==> config.mk <==
export PLATFORM = sky130hd
export DESIGN_NAME = regfile_dump_reader
export DESIGN_NICKNAME = d
export VERILOG_FILES = /design/src/rtl/regfile_dump_reader.sv
export SDC_FILE = /design/constraint.sdc
export NUM_CORES = 1
export LEC_CHECK = 0
export ABC_AREA = 1
export CAP_MARGIN = 5
export CORE_AREA = 2 2 63 94
export DETAILED_ROUTE_END_ITERATION = 10
export DIE_AREA = 0 0 65 96
export PLACE_DENSITY_LB_ADDON = 0.1
export SYNTH_ARGS = -nofsm -noshare
export SYNTH_HDL_FRONTEND = slang
export SYNTH_SLANG_ARGS = --single-unit
export TNS_END_PERCENT = 100
==> constraint.sdc <==
create_clock -name clk -period 4.3 [get_ports clk]
set_input_delay 0.86 -clock clk [delete_from_list [all_inputs] [get_ports clk]]
set_output_delay 0.86 -clock clk [all_outputs]
set_load 0.02 [all_outputs]
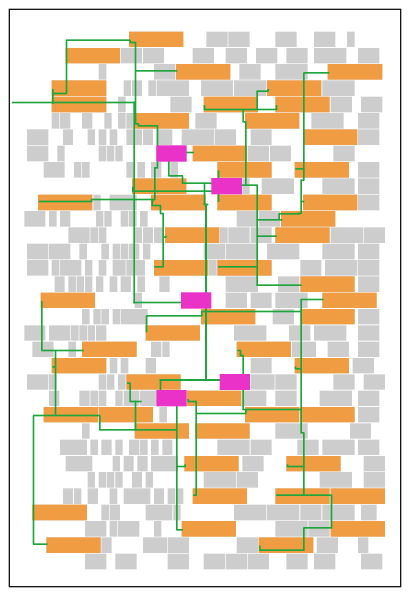
Fig. 1. Clock network drawn from the DEF.
Scale: 6 px per um.
[green] clock wires | length: 617 um
[orange] flip-flops | count: 53
[magenta] clock drivers | count: 5
routed clock nets: 6
flops lie: all over the die
clock share of power: 10.6%
Clk. pwr: 277 uW
Final Skew: 0.00982 ns

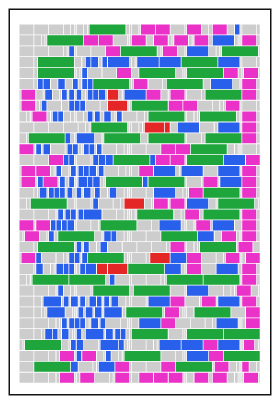
Fig. 2. Placed cells, one colour a class.
Scale: 4 px per um. Fill, decap, tap and diode cells in grey.
| colour | class | cells | share of their area |
|---|---|---|---|
| green | sequential cells | 53 | 39% |
| magenta | remaining buffers and delay cells | 93 | 27% |
| blue | combinational and other logic | 161 | 31% |
| red | clock drivers and dummy loads | 8 | 2.6% |
Design Area, Final: 3490 um2
flop share of the area: 38.0%
row count: 33
Core Area: 5410 um2

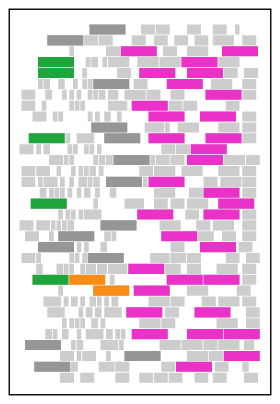
Fig. 3. Sequential cells grouped by signal name.
Scale: 4 px per um. Other sequential cells in the stronger grey, the rest of the logic in the fainter grey.
| colour | name in the netlist | placed flops |
|---|---|---|
| green | r_last_reg | 5 |
| orange | r_state | 2 |
| magenta | dump_data | 32 |
not coloured: 14
P_seq: 897 uW
final core occ: 64.5%
Flop area: 1330 um2

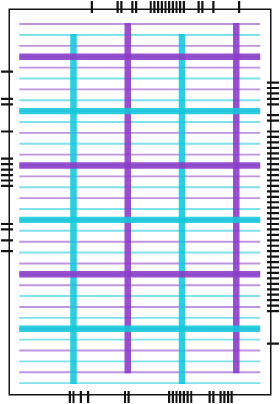
Fig. 4. Power grid.
Scale: 4 px per um. Pins as bars on the die edge.
| colour | net |
|---|---|
| cyan | VSS |
| purple | VDD |
met4 straps: 4
signal pins: 94
met1 rails: 34
die width: 65 um
Vert. Die Dim: 96 um
worst-case vdd ir drop: 0.000351 V

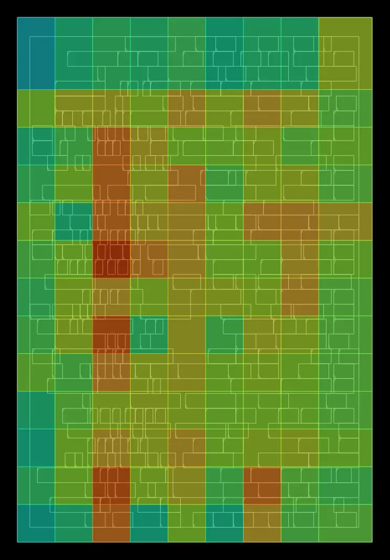
Fig. 5. Routing congestion map.
met3 usage: 3.04%
met2 GRT Util: 27.0%
busiest grt layer: met2
GR Util met1: 24.7%
gr usage total: 17.5%

==> impl_metrics.tcl <==
# place-and-route summary
set metrics [dict create \
    largest_area_cell "dfrtp_1" \
    cts_hold_buf 0 \
    largestClassByArea "flip-flops and latches" \
    maxSlewViolCount 0 \
    leakage_uw 0.00167 \
    syn_to_final_growth_pct 41.9 \
    pre_cts_slack_ns 1.75 \
    hold_path.class "reg -> reg" \
    top_layer_used "met4" \
    cts_buffers 5 \
    route.vias.total 1808 \
    largest_reg_flops 32 \
    hold_slack_ns 0.489 \
    logic_family "multiplexers" \
    synth-adder-area-share_pct 3.56 \
    clk_pin_slew_ns 0.09 \
    synth_cell_type_count 21 \
    crit_required_ns 3.44 \
    max_freq_mhz 443 \
    grt_pass1_wl_mm 8.42 \
    post-synth-top-count-cell "nand2_1" \
    cp_data_arrival_time_ns 1.40 \
    fin_crit_sh_pct 52.5 \
    p_int_uw 1610 \
    dp_cells 377 \
    synth-edff-count 0 \
    synthFlopType "dfrtp_1" \
    ys_ff 53 \
    fin_ws_ns 2.04 \
    comb-power_uw 1430 \
    crit_fanout 6 \
    clock_area_share_pct 2.51 \
    initial_core_util_pct 45.5 \
    logic_area_um2 991 \
    setup_tns_ns 0 \
    top_cells_by_area "dfrtp_1 54%, mux2_4 18%, nand2_1 8.2%" \
    xor_share_pct 0 \
    common_cells "54 x nand2_1, 53 x dfrtp_1, 29 x mux2_4" \
    path_depth 1 \
    lay_top_count "clkdlybuf4s50_1" \
    ant_nets 0 \
    max-cap-violations 0 \
    grt_overflow 0 \
    cp_slowest_cell "clkdlybuf4s50_1" \
    rsz0062_at_grt "false" \
    cts_tree "built" \
    period_needed_ns 2.26 \
    hpwl_mm 3.65 \
    simple_gate_area_share_pct 12.5 \
    power_frac_seq_pct 34.4 \
    final_cell_count_no_fill 385 \
    startpoint_type "flop" \
    p_per_area_nw_per_um2 746 \
    io_pins 94 \
    maxSlewHeadroom_pct 55.4 \
    port_buffers 92 \
    syn_area_um2 2460 \
    setup_violations 0 \
    status "finished clean" \
    met2WireLength_mm 2.41 \
    grt_max_degree 54 \
    cts_resized 0 \
    nonClkBufAreaFrac_pct 26.5 \
    yosys_area_um2 2460 \
    rrSetupSlack_ns 2.51 \
    num-clock-buffers 6 \
    cp_slowest_stage_delay_ns 0.64 \
    hold_depth 2 \
    cts-root-buf "clkbuf_8" \
    post_cts_buffers 0 \
    crit_family "buffers and inverters" \
    route.detailed.drc 0 \
    drt_first_pass_iters 4 \
    yosysWarnings 0 \
    num-multi-input-gates 141 \
    gp_congestion 0.835 \
    htree_num_levels 2 \
    first_global_vias 1763 \
    worst-path-buf-inv 1 \
    insertion_delay_ns 0.30 \
    switching_power_uw 996 \
    drt-initial-drc-count 119 \
    cp-end-kind "output port" \
    num-fill-cells 464 \
    p_comb_share_pct 55.0 \
    synthAoiAreaFrac_pct 4.98 \
    async_flop_share_pct 100 \
    drive_above_1_share_pct 14.3 \
    wl_met3_um 307 \
    hold_viol 0 \
    num-nonclk-inverters 20 \
    wl_met1_mm 2.34 \
    nFlopsAndLatches 53 \
    antennaDiodeCount 0 \
    clock-sinks 53 \
    comb_share_pct 28.4 \
    synth.yosys.seq_area_share_pct 53.9 \
    yosysTopAreaCellShare_pct 53.9 \
    dieArea_um2 6240 \
    mux_share_pct 19.1 \
]
Power figures rest on the tool's default switching activity, not on a simulated workload.
